`config.mk`:
```
export PLATFORM = sky130hd
export DESIGN_NAME = dmem_store_scheduler_flat
export DESIGN_NICKNAME = d
export VERILOG_FILES = /design/src/rtl/dmem_store_scheduler_pkg.sv /design/src/rtl/dmem_store_scheduler_if.sv /design/src/rtl/dmem_store_scheduler_store_queue_cam.sv /design/src/rtl/dmem_store_scheduler.sv /design/src/flat_wrapper.sv
export SDC_FILE = /design/constraint.sdc
export NUM_CORES = 1
export LEC_CHECK = 0
export CAP_MARGIN = 0
export CELL_PAD_IN_SITES_DETAIL_PLACEMENT = 0
export CELL_PAD_IN_SITES_GLOBAL_PLACEMENT = 2
export CORE_AREA = 4 4 201 203
export CTS_CLUSTER_SIZE = 28
export DETAILED_ROUTE_END_ITERATION = 6
export DIE_AREA = 0 0 205 207
export PLACE_DENSITY = 0.83
export REMOVE_ABC_BUFFERS = 1
export SETUP_SLACK_MARGIN = 0.02
export SLEW_MARGIN = 10
export SYNTH_ARGS = -nofsm -noshare
export SYNTH_HDL_FRONTEND = slang
export SYNTH_SLANG_ARGS = --single-unit
export TNS_END_PERCENT = 10
```
`constraint.sdc`:
```
create_clock -name CLK -period 3.1 [get_ports CLK]
set_input_delay 0.465 -clock CLK [delete_from_list [all_inputs] [get_ports CLK]]
set_output_delay 0.465 -clock CLK [all_outputs]
set_load 0.01 [all_outputs]
```
`src/rtl/dmem_store_scheduler_pkg.sv`:
```
// Shared types for the data-memory store scheduler: queue entry payload,
// scheduler FSM state and the data-memory command bundle.
package dmem_store_scheduler_pkg;

  localparam int ADDR_W = 32;
  localparam int DATA_W = 32;
  localparam int BE_W   = 4;
  localparam int ROB_W  = 6;

  // Per-entry payload; valid/committed flags live in separate reset flops
  typedef struct packed {
    logic [ADDR_W-1:0] addr;
    logic [DATA_W-1:0] data;
    logic [BE_W-1:0]   be;
    logic [ROB_W-1:0]  rob;
  } sq_entry_t;

  typedef enum logic [0:0] {
    ST_RUN       = 1'b0,
    ST_DRAIN_ALL = 1'b1
  } sched_state_t;

  typedef struct packed {
    logic              rd;
    logic              wr;
    logic [BE_W-1:0]   be;
    logic [ADDR_W-1:0] addr;
    logic [DATA_W-1:0] wdata;
  } dm_cmd_t;

  localparam dm_cmd_t DM_IDLE = '0;

endpackage

```
`src/rtl/dmem_store_scheduler_if.sv`:
```
// MEM-stage / ROB / data-memory signal bundle seen by the store scheduler.
interface dmem_store_scheduler_if;
  import dmem_store_scheduler_pkg::*;

  logic              ld_req;
  logic [ADDR_W-1:0] ld_addr;
  logic              ld_grant;
  logic              ld_stall;
  logic              st_valid;
  logic [ADDR_W-1:0] st_addr;
  logic [DATA_W-1:0] st_data;
  logic [BE_W-1:0]   st_be;
  logic [ROB_W-1:0]  st_rob;
  logic              sq_full;
  logic              commit_valid;
  logic [ROB_W-1:0]  commit_rob;
  logic              flush;
  logic              drain_all;
  logic              drain_done;
  logic              MemRead_2DM;
  logic              MemWrite_2DM;
  logic [BE_W-1:0]   MemWrite_BE;
  logic [ADDR_W-1:0] data_address_2DM;
  logic [DATA_W-1:0] data_write_2DM;

  modport slave (
    input  ld_req, ld_addr, st_valid, st_addr, st_data, st_be, st_rob,
           commit_valid, commit_rob, flush, drain_all,
    output ld_grant, ld_stall, sq_full, drain_done,
           MemRead_2DM, MemWrite_2DM, MemWrite_BE, data_address_2DM, data_write_2DM
  );

  modport master (
    output ld_req, ld_addr, st_valid, st_addr, st_data, st_be, st_rob,
           commit_valid, commit_rob, flush, drain_all,
    input  ld_grant, ld_stall, sq_full, drain_done,
           MemRead_2DM, MemWrite_2DM, MemWrite_BE, data_address_2DM, data_write_2DM
  );

endinterface

```
`src/rtl/dmem_store_scheduler_store_queue_cam.sv`:
```
// In-order store queue with ROB-tag commit match, word-address compare
// against the current load, and flush that keeps only committed entries.
module dmem_store_scheduler_store_queue_cam
  import dmem_store_scheduler_pkg::*;
#(
  parameter int DEPTH = 4
) (
  input  logic              CLK,
  input  logic              RESET,
  input  logic              enq_i,
  input  sq_entry_t         enq_ent_i,
  input  logic              deq_i,
  input  logic              commit_valid_i,
  input  logic [ROB_W-1:0]  commit_rob_i,
  input  logic              flush_i,
  input  logic [ADDR_W-3:0] ld_word_i,
  output logic              hit_o,
  output logic              full_o,
  output logic              head_rdy_o,
  output logic [ADDR_W-1:0] head_addr_o,
  output logic [DATA_W-1:0] head_data_o,
  output logic [BE_W-1:0]   head_be_o
);

  localparam int IW = $clog2(DEPTH);
  localparam int PW = IW + 1;

  logic [PW-1:0]    head_q, head_d, tail_q, tail_d, n_cmt;
  logic [DEPTH-1:0] vld_q, vld_d, cmt_q, cmt_d, cmt_hit;
  logic [IW-1:0]    head_idx, tail_idx;
  logic             enq_ok;
  sq_entry_t        ent_q [DEPTH];

  assign head_idx = head_q[IW-1:0];
  assign tail_idx = tail_q[IW-1:0];
  assign full_o   = (head_idx == tail_idx) && (head_q[IW] != tail_q[IW]);
  assign enq_ok   = enq_i && !full_o && !flush_i;

  assign head_rdy_o  = vld_q[head_idx] & cmt_q[head_idx];
  assign head_addr_o = ent_q[head_idx].addr;
  assign head_data_o = ent_q[head_idx].data;
  assign head_be_o   = ent_q[head_idx].be;

  always_comb begin
    hit_o   = 1'b0;
    cmt_hit = '0;
    n_cmt   = '0;
    for (int i = 0; i < DEPTH; i++) begin
      cmt_hit[i] = commit_valid_i && vld_q[i] && !cmt_q[i] && (ent_q[i].rob == commit_rob_i);
      if (vld_q[i] && (ent_q[i].addr[ADDR_W-1:2] == ld_word_i)) hit_o = 1'b1;
    end
    cmt_d = cmt_q | cmt_hit;
    // Committed entries are always the oldest, so their count locates the first uncommitted slot
    for (int i = 0; i < DEPTH; i++) n_cmt = n_cmt + PW'(vld_q[i] & cmt_d[i]);
    vld_d  = vld_q;
    head_d = head_q;
    tail_d = tail_q;
    if (deq_i) begin
      vld_d[head_idx] = 1'b0;
      cmt_d[head_idx] = 1'b0;
      head_d          = head_q + PW'(1);
    end
    if (flush_i) begin
      tail_d = head_q + n_cmt;
      vld_d  = vld_d & cmt_d;
      cmt_d  = vld_d & cmt_d;
    end else if (enq_ok) begin
      vld_d[tail_idx] = 1'b1;
      cmt_d[tail_idx] = 1'b0;
      tail_d          = tail_q + PW'(1);
    end
  end

  always_ff @(posedge CLK or posedge RESET) begin
    if (RESET) begin
      head_q <= '0;
      tail_q <= '0;
      vld_q  <= '0;
      cmt_q  <= '0;
    end else begin
      head_q <= head_d;
      tail_q <= tail_d;
      vld_q  <= vld_d;
      cmt_q  <= cmt_d;
    end
  end

  always_ff @(posedge CLK) begin
    if (enq_ok) ent_q[tail_idx] <= enq_ent_i;
  end

endmodule

```
`src/rtl/dmem_store_scheduler.sv`:
```
// Arbitrates the single data-memory port between MEM-stage loads and
// committed buffered stores, with anti-starvation and full-drain modes.
module dmem_store_scheduler
  import dmem_store_scheduler_pkg::*;
#(
  parameter int DEPTH        = 4,
  parameter int STARVE_LIMIT = 8
) (
  input  logic                    CLK,
  input  logic                    RESET,
  dmem_store_scheduler_if.slave   mem_io
);

  localparam int SW = $clog2(STARVE_LIMIT + 1);

  sched_state_t      state_q, state_d;
  logic [SW-1:0]     starve_q, starve_d;
  logic              hit, full, head_rdy, conflict;
  logic              drain, grant, stall, done;
  logic [ADDR_W-1:0] head_addr;
  logic [DATA_W-1:0] head_data;
  logic [BE_W-1:0]   head_be;
  sq_entry_t         enq_ent;
  dm_cmd_t           cmd;

  assign enq_ent.addr = mem_io.st_addr;
  assign enq_ent.data = mem_io.st_data;
  assign enq_ent.be   = mem_io.st_be;
  assign enq_ent.rob  = mem_io.st_rob;

  dmem_store_scheduler_store_queue_cam #(.DEPTH(DEPTH)) u_sq (
    .CLK            (CLK),
    .RESET          (RESET),
    .enq_i          (mem_io.st_valid),
    .enq_ent_i      (enq_ent),
    .deq_i          (drain),
    .commit_valid_i (mem_io.commit_valid),
    .commit_rob_i   (mem_io.commit_rob),
    .flush_i        (mem_io.flush),
    .ld_word_i      (mem_io.ld_addr[ADDR_W-1:2]),
    .hit_o          (hit),
    .full_o         (full),
    .head_rdy_o     (head_rdy),
    .head_addr_o    (head_addr),
    .head_data_o    (head_data),
    .head_be_o      (head_be)
  );

  assign conflict = mem_io.ld_req && hit;

  always_comb begin
    state_d  = state_q;
    starve_d = starve_q;
    drain    = 1'b0;
    grant    = 1'b0;
    stall    = 1'b0;
    done     = 1'b0;
    cmd      = DM_IDLE;
    case (state_q)
      ST_RUN: begin
        if (mem_io.drain_all) state_d = ST_DRAIN_ALL;
        if (head_rdy && (starve_q == SW'(STARVE_LIMIT))) begin
          drain = 1'b1;
          stall = mem_io.ld_req;
        end else if (mem_io.ld_req && !conflict) begin
          grant = 1'b1;
        end else begin
          // Port is free when the load is absent or blocked by a pending store
          stall = mem_io.ld_req;
          drain = head_rdy;
        end
      end
      ST_DRAIN_ALL: begin
        stall = mem_io.ld_req;
        if (head_rdy) begin
          drain = 1'b1;
        end else begin
          done    = 1'b1;
          state_d = ST_RUN;
        end
      end
      default: state_d = ST_RUN;
    endcase
    if (grant) begin
      cmd.rd   = 1'b1;
      cmd.addr = mem_io.ld_addr;
    end else if (drain) begin
      cmd.wr    = 1'b1;
      cmd.be    = head_be;
      cmd.addr  = head_addr;
      cmd.wdata = head_data;
    end
    if (drain) starve_d = '0;
    else if (grant && head_rdy && (starve_q != SW'(STARVE_LIMIT))) starve_d = starve_q + SW'(1);
  end

  always_ff @(posedge CLK or posedge RESET) begin
    if (RESET) begin
      state_q  <= ST_RUN;
      starve_q <= '0;
    end else begin
      state_q  <= state_d;
      starve_q <= starve_d;
    end
  end

  assign mem_io.ld_grant         = grant;
  assign mem_io.ld_stall         = stall;
  assign mem_io.sq_full          = full;
  assign mem_io.drain_done       = done;
  assign mem_io.MemRead_2DM      = cmd.rd;
  assign mem_io.MemWrite_2DM     = cmd.wr;
  assign mem_io.MemWrite_BE      = cmd.be;
  assign mem_io.data_address_2DM = cmd.addr;
  assign mem_io.data_write_2DM   = cmd.wdata;

endmodule

```
`src/flat_wrapper.sv`:
```
// flat-port wrapper written by rule: the top's interface ports become plain ports
module dmem_store_scheduler_flat import dmem_store_scheduler_pkg::*;
#(
  parameter int DEPTH        = 4,
  parameter int STARVE_LIMIT = 8
)
  (CLK, RESET, mem_io_ld_req, mem_io_ld_addr, mem_io_st_valid, mem_io_st_addr, mem_io_st_data, mem_io_st_be, mem_io_st_rob, mem_io_commit_valid, mem_io_commit_rob, mem_io_flush, mem_io_drain_all, mem_io_ld_grant, mem_io_ld_stall, mem_io_sq_full, mem_io_drain_done, mem_io_MemRead_2DM, mem_io_MemWrite_2DM, mem_io_MemWrite_BE, mem_io_data_address_2DM, mem_io_data_write_2DM);
  dmem_store_scheduler_if mem_io_i ();
  input  logic CLK;
  input  logic RESET;
  input wire logic [$bits(mem_io_i.ld_req)-1:0] mem_io_ld_req;
  input wire logic [$bits(mem_io_i.ld_addr)-1:0] mem_io_ld_addr;
  input wire logic [$bits(mem_io_i.st_valid)-1:0] mem_io_st_valid;
  input wire logic [$bits(mem_io_i.st_addr)-1:0] mem_io_st_addr;
  input wire logic [$bits(mem_io_i.st_data)-1:0] mem_io_st_data;
  input wire logic [$bits(mem_io_i.st_be)-1:0] mem_io_st_be;
  input wire logic [$bits(mem_io_i.st_rob)-1:0] mem_io_st_rob;
  input wire logic [$bits(mem_io_i.commit_valid)-1:0] mem_io_commit_valid;
  input wire logic [$bits(mem_io_i.commit_rob)-1:0] mem_io_commit_rob;
  input wire logic [$bits(mem_io_i.flush)-1:0] mem_io_flush;
  input wire logic [$bits(mem_io_i.drain_all)-1:0] mem_io_drain_all;
  output wire logic [$bits(mem_io_i.ld_grant)-1:0] mem_io_ld_grant;
  output wire logic [$bits(mem_io_i.ld_stall)-1:0] mem_io_ld_stall;
  output wire logic [$bits(mem_io_i.sq_full)-1:0] mem_io_sq_full;
  output wire logic [$bits(mem_io_i.drain_done)-1:0] mem_io_drain_done;
  output wire logic [$bits(mem_io_i.MemRead_2DM)-1:0] mem_io_MemRead_2DM;
  output wire logic [$bits(mem_io_i.MemWrite_2DM)-1:0] mem_io_MemWrite_2DM;
  output wire logic [$bits(mem_io_i.MemWrite_BE)-1:0] mem_io_MemWrite_BE;
  output wire logic [$bits(mem_io_i.data_address_2DM)-1:0] mem_io_data_address_2DM;
  output wire logic [$bits(mem_io_i.data_write_2DM)-1:0] mem_io_data_write_2DM;
  assign mem_io_i.ld_req = mem_io_ld_req;
  assign mem_io_i.ld_addr = mem_io_ld_addr;
  assign mem_io_i.st_valid = mem_io_st_valid;
  assign mem_io_i.st_addr = mem_io_st_addr;
  assign mem_io_i.st_data = mem_io_st_data;
  assign mem_io_i.st_be = mem_io_st_be;
  assign mem_io_i.st_rob = mem_io_st_rob;
  assign mem_io_i.commit_valid = mem_io_commit_valid;
  assign mem_io_i.commit_rob = mem_io_commit_rob;
  assign mem_io_i.flush = mem_io_flush;
  assign mem_io_i.drain_all = mem_io_drain_all;
  assign mem_io_ld_grant = mem_io_i.ld_grant;
  assign mem_io_ld_stall = mem_io_i.ld_stall;
  assign mem_io_sq_full = mem_io_i.sq_full;
  assign mem_io_drain_done = mem_io_i.drain_done;
  assign mem_io_MemRead_2DM = mem_io_i.MemRead_2DM;
  assign mem_io_MemWrite_2DM = mem_io_i.MemWrite_2DM;
  assign mem_io_MemWrite_BE = mem_io_i.MemWrite_BE;
  assign mem_io_data_address_2DM = mem_io_i.data_address_2DM;
  assign mem_io_data_write_2DM = mem_io_i.data_write_2DM;
  dmem_store_scheduler #(.DEPTH(DEPTH), .STARVE_LIMIT(STARVE_LIMIT)) u_core (.CLK(CLK), .RESET(RESET), .mem_io(mem_io_i));
endmodule
```
==> results.sh <==
# flow metrics
export IMPL_status="finished, violations left"
export IMPL_violations="setup timing"
export IMPL_place_hpwl_um=23900
export IMPL_timing_critical_path_arrival_ns=3.12
export IMPL_cts_htree_levels=2
export IMPL_initialDrtViolationCount=479
export IMPL_yosys_area_sq_um=14100
export IMPL_grt_max_degree=73
export IMPL_yosysTopAreaCell="edfxtp_1"
export IMPL_worstSetupStartpointType="flip-flop"
export IMPL_hold_class="in2async"
export IMPL_cp_num_buf_inv=6
export IMPL_crit_path_frequent_cell="buf_12"
export IMPL_fillers=3297
export IMPL_io_pins=193
export IMPL_avgSynthCellArea_sq_um=17.2
export IMPL_drt_pass1_iterations=5
export IMPL_fp_util_pct=36.8
export IMPL_crit_required_ns=2.63
export IMPL_power_density_nw_per_um2=528
export IMPL_synth_cells=824
export IMPL_core_area_sq_um=38500
export IMPL_cap_viol_max_count=0
export IMPL_io_buffers=192
export IMPL_edf_count=296
export IMPL_stdcell_area_sq_um=18600
export IMPL_num_antenna_cells=0
export IMPL_grt_pass1_vias=8755
export IMPL_synth_flops=315
export IMPL_area_leaders="edfxtp_1 (63%), mux4_2 (11%), xnor2_1 (7.3%)"
export IMPL_cts_tree="built"
export IMPL_routed_via_density=4.98
export IMPL_overflow=0
export IMPL_gp_congestion=0.778
export IMPL_top_cells_by_count="edfxtp_1 (296), xnor2_1 (118), mux4_2 (68), and2_1 (38), xor2_1 (34)"
export IMPL_crit_family="simple AND/OR/NAND/NOR gates"
export IMPL_track_usage_pct=17.1
export IMPL_vias=8115
export IMPL_antenna_found_initial=5
export IMPL_yosysCellCount=824
export IMPL_yosysWarnings=0
export IMPL_slew_headroom_pct=48.8
export IMPL_fmax_mhz=279
export IMPL_ys_seq_share_pct=66.2
export IMPL_async_reset_ff_share_pct=6.03
export IMPL_post_route_drc_count=0
export IMPL_cp_end_kind="output port"
export IMPL_crit_type="reg2out"
export IMPL_ys_types=42
export IMPL_drive_gt1_share_pct=30.9
export IMPL_clock_path_buffers=3
export IMPL_ff_type="edfxtp_1"
export IMPL_layout_setup_ws_ns=-0.484
export IMPL_routed_wl_um=36800
export IMPL_crit_chain="xnor2_2, nand4_1, nor4_2, buf_4, nand4_1, and3_4, a21oi_4, buf_12, buf_12, buf_12, buf_6, a22o_1, buf_6"
export IMPL_setup_violations=72
export IMPL_hold_violations=0
export IMPL_critPathMaxFanout=6
export IMPL_grt_pass1_wl_um=54900
export IMPL_ant_nets=0
export IMPL_hold_ws_ns=0.389
[cell type report]
class	instances	area (sq um)	area share [%]
Clock inverter	16	188	1.01
Clock buffer	45	935	5.03
Tap cell	518	648	3.49
Multi-Input combinational cell	429	4610	24.8
Inverter	18	71.3	0.384
Timing Repair Buffer	287	2750	14.8
Sequential cell	315	9370	50.5
[registers in the layout, indices dropped and copies added, names as in the netlist]
signal              count
u_core.u_sq.vld_q       4
u_core.starve_q         4
u_core.u_sq.ent_q     296
u_core.u_sq.head_q      3
u_core.u_sq.tail_q      3
u_core.state_q          1
u_core.u_sq.cmt_q       4
[kinds of logic (layout without fill, tap and decap cells)]
kind of cell             Yosys count  after routing  share of synthesized area [%]
AND-OR/OR-AND                     67             67                           3.87
XOR/XNOR                         152            152                           9.41
adder cells (fa/ha/maj)           13             13                           1.31
buffers and inverters             80            366                           3.16
flip-flops                       315            315                           66.2
multiplexers                      70             70                           11.0
AND/OR/NAND/NOR                  127            127                           5.06
[metrics by stage]
step	TNS [ns]	util (%)	total power, mW
final	-28.33	48.3	9.82
after detailed placement	-65.42	44.3	5.84
after global placement	-73.59	44.3	5.83
after global routing	-35.82	48.3	10.2
after floorplan	-879.18	-	5.32
after CTS	-29.94	47.8	9.93
[metal layers]
metal	global-route usage [%]	share of wire, %	wire length, um	vias up
li1	-	-	-	3686
met1	23.1	43	15700	4113
met2	28.0	49	17800	252
met3	4.11	6.7	2470	54
met4	4.07	1.9	692	10
met5	0	0.20	72	-
[cells in the final DEF (no fill, tap or decap), drive strengths merged, types with 12 or more instances in the layout]
cell	n
inv	18
a22o	32
xnor2	118
and2	38
clkinv	12
clkbuf	45
xor2	34
nand3	13
nand4	25
mux4	68
dfrtp	19
dlygate4sd2	15
edfxtp	296
nor4	12
nand2	23
buf	164
clkdlybuf4s50	103
[worst paths after layout]
| kind | from | end | slack (ns) | depth (start not counted) |
|---|---|---|---|---|
| worst max-delay path | u_core.u_sq.ent_q[2][45] | mem_io_data_address_2DM[25] | -0.48 | 13 |
| worst min-delay path | RESET | u_core.u_sq.vld_q[2] | 0.39 | 2 |
| worst max register to register | u_core.u_sq.vld_q[3] | u_core.u_sq.tail_q[2] | 0.10 | 11 |
| worst min register to register | u_core.u_sq.head_q[2] | u_core.u_sq.head_q[2] | 0.52 | 1 |
| max in group asynchronous | RESET | u_core.u_sq.head_q[0] | 2.14 | 2 |
| min in group CLK | u_core.u_sq.head_q[2] | u_core.u_sq.head_q[2] | 0.52 | 1 |
[where the power goes]
part           total [mW]  switching, mW  internal [mW]
sequential           4.85         0.0565           4.79
clock                4.07           1.66           2.41
combinational       0.901          0.439          0.462
total                9.81           2.16           7.66
[worst reg2reg max path: cells and delay by family (launching register included)]
kind | cells | cell delay [ns]
xor+xnor | 1 | 0.15
simple gates | 4 | 0.58
flops | 1 | 0.53
buf+inv | 1 | 0.05
fa+ha+maj | 3 | 1.35
compound gates | 2 | 0.23
[timing repair]
item / in CTS / in global routing
endpoints found under the setup margin: 73 / 75
setup buffers: 13 / 3
hold buffers: 0 / 0
cloned: 4 / 0
resized: 338 / 51
pin swaps: 13 / 21
Fig. 1: power grid
Drawn at 2 px/um. Pins as bars on the die edge.
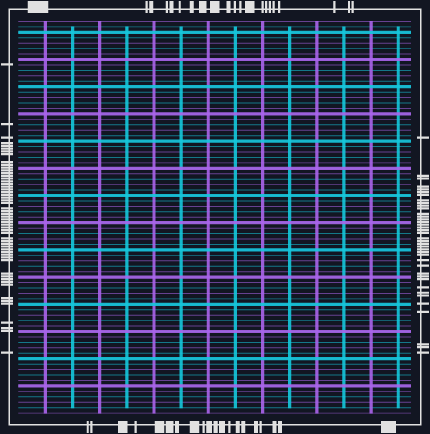
VDD: drawn in cyan. VSS: drawn in purple.
14 straps on met4. 73 met1 rails follow the rows. 193 signal pins sit on the boundary. 14 straps on met5. The core has 72 rows.

Fig. 2: metal layers overlaid
Drawn at 2 px/um.
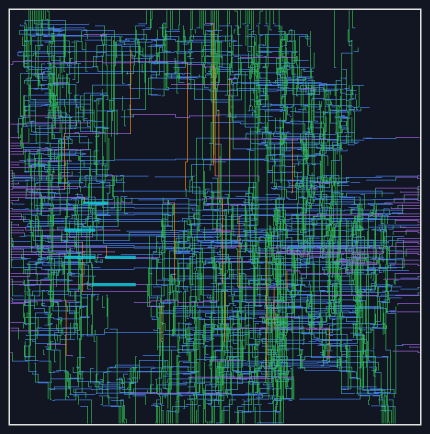
met3: drawn in purple, wire length 2470 um. met1: drawn in blue, wire length 15700 um. met5: drawn in cyan, wire length 72.7 um. met2: drawn in green, wire length 17800 um. met4: drawn in orange, wire length 693 um.

Fig. 3: logic cells by family
Drawn at 1.5 px/um.
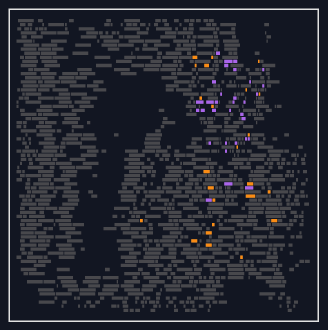
inverting AOI/OAI gates: drawn in purple, cells 32. NOR gates: drawn in orange, cells 24, most used nor4_2.

Fig. 4: routed clock nets over the placement
Drawn at 1.5 px/um.
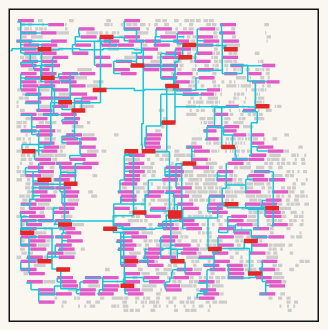
cells driving clock nets: drawn in red, count 36. clock wires: drawn in cyan, length 3880 um. flip-flops: drawn in magenta, count 315.
There are 37 routed clock nets. Position of the flops: all over the die.
Latency at later pin: 0.53 ns
Clock power frac: 41.4%
Clk. pwr: 4.07 mW
skew final: 0.0132 ns

Fig. 5: clock wiring as the flow saved it
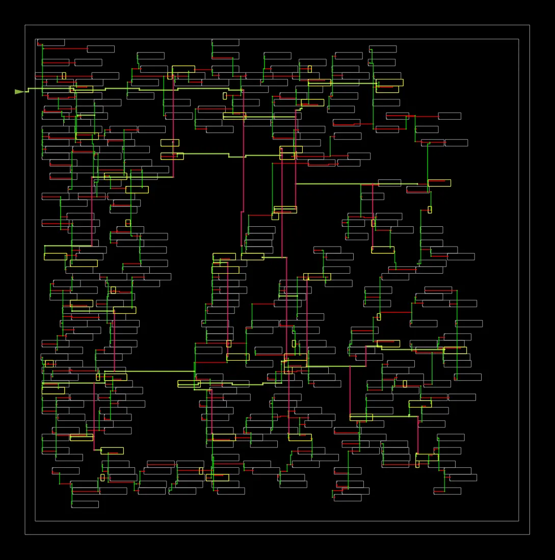
clock buffers: 45
CTS buffer count: 36
clk sinks: 315
flop count: 315

Power figures rest on the tool's default switching activity, not on a simulated workload.
